**config.mk**
```make
export PLATFORM = sky130hd
export DESIGN_NAME = m31_addsub_vec
export DESIGN_NICKNAME = d
export VERILOG_FILES = /design/src/rtl/m31_addsub_vec.sv
export SDC_FILE = /design/constraint.sdc
export NUM_CORES = 2
export LEC_CHECK = 0
export CORE_AREA = 2 2 584 586
export DETAILED_ROUTE_END_ITERATION = 12
export DIE_AREA = 0 0 586 588
export GPL_ROUTABILITY_DRIVEN = 0
export PLACE_DENSITY_LB_ADDON = 0.25
export SYNTH_ARGS = -nofsm -noshare
export SYNTH_HDL_FRONTEND = slang
export SYNTH_SLANG_ARGS = --single-unit
```
**constraint.sdc**
```tcl
create_clock -name clk -period 21.1 [get_ports clk]
set_input_delay 3.165 -clock clk [delete_from_list [all_inputs] [get_ports clk]]
set_output_delay 3.165 -clock clk [all_outputs]
set_load 0.005 [all_outputs]
```
**src/rtl/m31_addsub_vec.sv**
```systemverilog
// m31_addsub_vec: vectorised elastic add/subtract over the Mersenne-31 field
// (p = 2^31 - 1). Each beat carries LANES 31-bit elements sharing one opcode
// and tag; results are canonical (never equal to p).
//
// Parameters: LANES (1..32), STAGES (1 or 2), TAG_W.
// Ports:
//   clk, rst_n               clock, synchronous active-low reset
//   in_valid_i / in_ready_o  input handshake (in_ready_o is combinational)
//   op_i                     00 a+b, 01 a-b, 10 b-a, 11 2a
//   a_i, b_i                 operands, lane k at bits [31k+30:31k]
//   tag_i                    sideband returned with the result
//   out_valid_o/out_ready_i  output handshake
//   res_o, tag_o             result beat and its tag
//   nc_err_o                 only when M31_ADDSUB_RANGE_CHK_EN is defined:
//                            a lane read by the op held the value p
// Optional feature macro: M31_ADDSUB_RANGE_CHK_EN.
module m31_addsub_vec #(
  parameter int unsigned LANES  = 16,
  parameter int unsigned STAGES = 1,
  parameter int unsigned TAG_W  = 8
) (
  input  logic                clk,
  input  logic                rst_n,
  input  logic                in_valid_i,
  output logic                in_ready_o,
  input  logic [1:0]          op_i,
  input  logic [LANES*31-1:0] a_i,
  input  logic [LANES*31-1:0] b_i,
  input  logic [TAG_W-1:0]    tag_i,
  output logic                out_valid_o,
  input  logic                out_ready_i,
  output logic [LANES*31-1:0] res_o,
  output logic [TAG_W-1:0]    tag_o
`ifdef M31_ADDSUB_RANGE_CHK_EN
  ,
  output logic                nc_err_o
`endif
);

  localparam int unsigned EW = 31;
  localparam int unsigned DW = LANES * EW;
  localparam int unsigned SW = LANES * 32;
  localparam logic [30:0] P  = 31'h7FFF_FFFF;

  logic [SW-1:0] sum_c;
  logic [30:0]   a_l, b_l, x_l, y_l;
`ifdef M31_ADDSUB_RANGE_CHK_EN
  logic          err_c;
`endif

  // End-around-carry fold of every 32-bit lane sum, then map p to 0.
  function automatic logic [DW-1:0] fold_vec(input logic [SW-1:0] s);
    logic [DW-1:0] r;
    logic [30:0]   f;
    r = '0;
    for (int k = 0; k < int'(LANES); k++) begin
      f = s[32*k +: 31] + 31'(s[32*k+31]);
      r[EW*k +: EW] = (f == P) ? 31'd0 : f;
    end
    return r;
  endfunction

  // Operand select per lane; ~v equals p - v, so subtraction is an add.
  always_comb begin
    sum_c = '0;
    a_l   = '0;
    b_l   = '0;
    x_l   = '0;
    y_l   = '0;
`ifdef M31_ADDSUB_RANGE_CHK_EN
    err_c = 1'b0;
`endif
    for (int k = 0; k < int'(LANES); k++) begin
      a_l = a_i[EW*k +: EW];
      b_l = b_i[EW*k +: EW];
      case (op_i)
        2'b00:   begin x_l = a_l; y_l = b_l;  end
        2'b01:   begin x_l = a_l; y_l = ~b_l; end
        2'b10:   begin x_l = b_l; y_l = ~a_l; end
        default: begin x_l = a_l; y_l = a_l;  end
      endcase
      sum_c[32*k +: 32] = {1'b0, x_l} + {1'b0, y_l};
`ifdef M31_ADDSUB_RANGE_CHK_EN
      // op 11 never reads b, so a non-canonical b is harmless there
      if ((a_l == P) || ((op_i != 2'b11) && (b_l == P))) err_c = 1'b1;
`endif
    end
  end

  if (STAGES == 1) begin : g_s1
    logic v_q;
    logic load_c;

    assign load_c      = ~v_q | out_ready_i;
    assign in_ready_o  = load_c;
    assign out_valid_o = v_q;

    // Single stage: sum, fold and canonicalise in one register
    always_ff @(posedge clk) begin
      if (!rst_n) begin
        v_q   <= 1'b0;
        res_o <= '0;
        tag_o <= '0;
`ifdef M31_ADDSUB_RANGE_CHK_EN
        nc_err_o <= 1'b0;
`endif
      end else if (load_c) begin
        v_q <= in_valid_i;
        if (in_valid_i) begin
          res_o <= fold_vec(sum_c);
          tag_o <= tag_i;
`ifdef M31_ADDSUB_RANGE_CHK_EN
          nc_err_o <= err_c;
`endif
        end
      end
    end
  end else if (STAGES == 2) begin : g_s2
    logic             v0_q, v1_q;
    logic             load0_c, load1_c;
    logic [SW-1:0]    s_q;
    logic [TAG_W-1:0] tag0_q;
`ifdef M31_ADDSUB_RANGE_CHK_EN
    logic             err0_q;
`endif

    // Empty upstream stage loads even while the output is stalled
    assign load1_c     = ~v1_q | out_ready_i;
    assign load0_c     = ~v0_q | load1_c;
    assign in_ready_o  = load0_c;
    assign out_valid_o = v1_q;

    // Stage 0 holds the raw 32-bit sums; stage 1 folds them
    always_ff @(posedge clk) begin
      if (!rst_n) begin
        v0_q   <= 1'b0;
        v1_q   <= 1'b0;
        s_q    <= '0;
        tag0_q <= '0;
        res_o  <= '0;
        tag_o  <= '0;
`ifdef M31_ADDSUB_RANGE_CHK_EN
        err0_q   <= 1'b0;
        nc_err_o <= 1'b0;
`endif
      end else begin
        if (load0_c) begin
          v0_q <= in_valid_i;
          if (in_valid_i) begin
            s_q    <= sum_c;
            tag0_q <= tag_i;
`ifdef M31_ADDSUB_RANGE_CHK_EN
            err0_q <= err_c;
`endif
          end
        end
        if (load1_c) begin
          v1_q <= v0_q;
          if (v0_q) begin
            res_o <= fold_vec(s_q);
            tag_o <= tag0_q;
`ifdef M31_ADDSUB_RANGE_CHK_EN
            nc_err_o <= err0_q;
`endif
          end
        end
      end
    end
  end else begin : g_bad
    $error("m31_addsub_vec: STAGES must be 1 or 2");
  end

  if ((LANES < 1) || (LANES > 32)) begin : g_bad_lanes
    $error("m31_addsub_vec: LANES must be in 1..32");
  end

endmodule

```
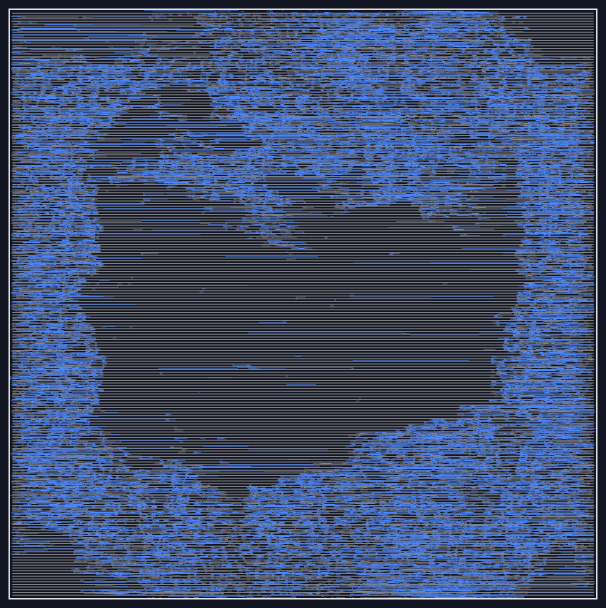
**Above:** M1 wires.
(1 px per um) Supply wires on this layer in gray.
wire length on this layer = 177 mm
main direction = horizontal
longest straight run = 209 um
share of all routed wire = 43%
total wire length: 413000 um
vias after detailed routing: 88616

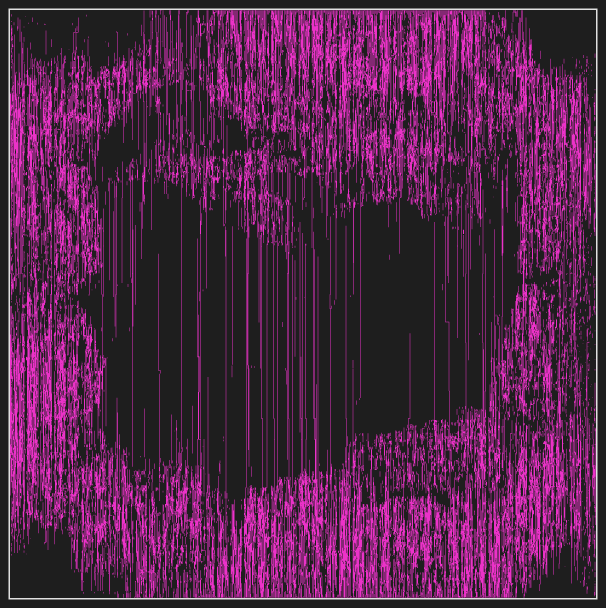
**Above:** metal 2.
(1 px per um)
wire length on this layer = 186 mm
nets with wire on the layer = 11542
grt met2 use: 0.367

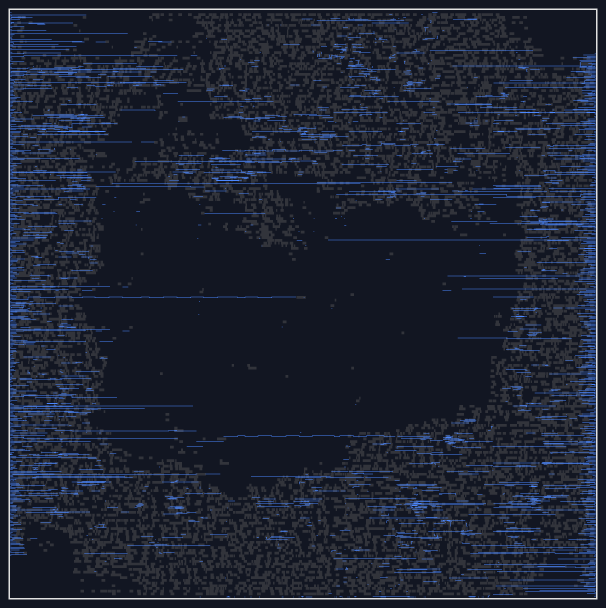
**Above:** M3 wires.
(1 px per um)
nets with wire on the layer = 1744
wire length on this layer = 28.8 mm
GR Layer Usage met3: 0.0426

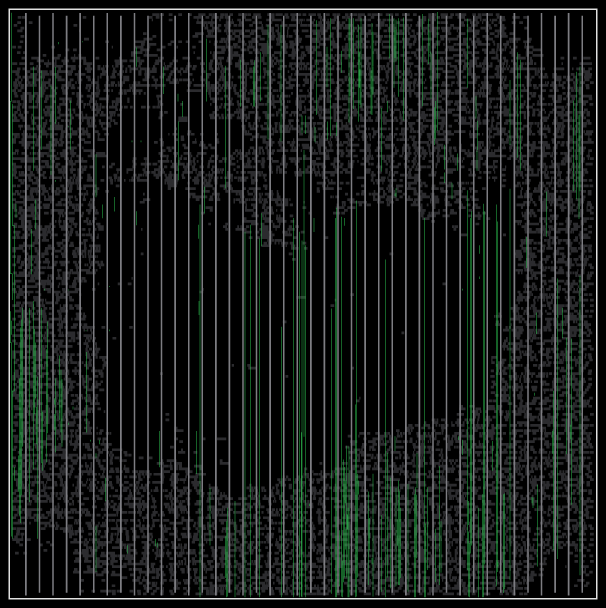
**Above:** the metal 4 layer.
(1 px per um) Supply wires on this layer in gray.
share of all routed wire = 5.3%
wire length on this layer = 21.8 mm

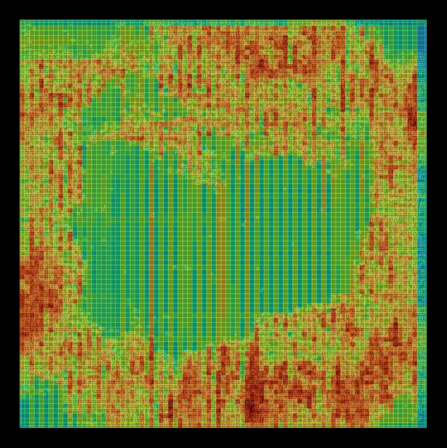
**Above:** routing congestion.
Top Usage Layer GRT: met2
met1 usage: 0.289
Overall Global Routing Usage: 0.227
Post-Route Utilization: 0.298

==> impl_metrics.env <==
# flow metrics
export IMPL_max_stage_delay_ns=0.71
export IMPL_p_int_uw=3950
export IMPL_topCombFamilyByArea="AND-OR/OR-AND gates"
export IMPL_setup_viol=0
export IMPL_placed_area_um2=98200
export IMPL_cpMostUsedCell="buf_4"
export IMPL_yosys_warnings=0
export IMPL_synth_flop_count=505
export IMPL_synth_async_sr_flop_share=0
export IMPL_cap_viol_max_count=0
export IMPL_status="finished clean"
export IMPL_place_hpwl_um=349000
export IMPL_largest_register_ffs=496
export IMPL_synth_edff_count=0
export IMPL_synthSimpleGateAreaFrac=0.244
export IMPL_path_buffers=6
export IMPL_hold_viol_final=0
export IMPL_whs_path_depth=2
export IMPL_drt_initial_drc_count=7008
export IMPL_ant_nets=0
export IMPL_cp_top_family="buffers and inverters"
export IMPL_cp_depth=30
export IMPL_grt_max_degree=192
export IMPL_finalInstanceArea_um2=101000
export IMPL_antenna_found_initial=88
export IMPL_ys_cells=11249
export IMPL_syn_nets=12799
export IMPL_grt_pass1_wl_um=585000
export IMPL_clkLatencyLatePin_ns=0.80
export IMPL_path_max_fanout=44
export IMPL_lay_top_count="clkdlybuf4s50_1"
export IMPL_min_period_over_period=0.598
export IMPL_cts_tree="yes"
export IMPL_cts_buffer_depth=4
-- final cells by class --
class,count,area [um^2]
fill,37056,237000
sequential,505,10100
inverter,645,2420
tap,4536,5680
clock inverter,38,541
multi-input combinational,9453,64200
antenna,49,123
timing repair buffer,1591,15800
clock buffer,95,2090
-- Yosys cell counts, types with 129 or more instances --
cell type,count,area [um^2]
nand4_1,243,1520
dfxtp_1,505,10100
and3_1,131,820
a21oi_1,593,2970
nor4_1,147,920
xnor2_1,972,8510
ha_1,528,6610
o21ai_0,1007,5040
clkbuf_1,518,1940
inv_1,645,2420
nor2_1,616,2310
mux2i_1,537,5380
a21o_1,254,1910
nor3_1,293,1470
nand3_1,327,1640
xor2_1,292,2560
and2_1,129,807
nand2_1,1397,5240
a211oi_1,133,998
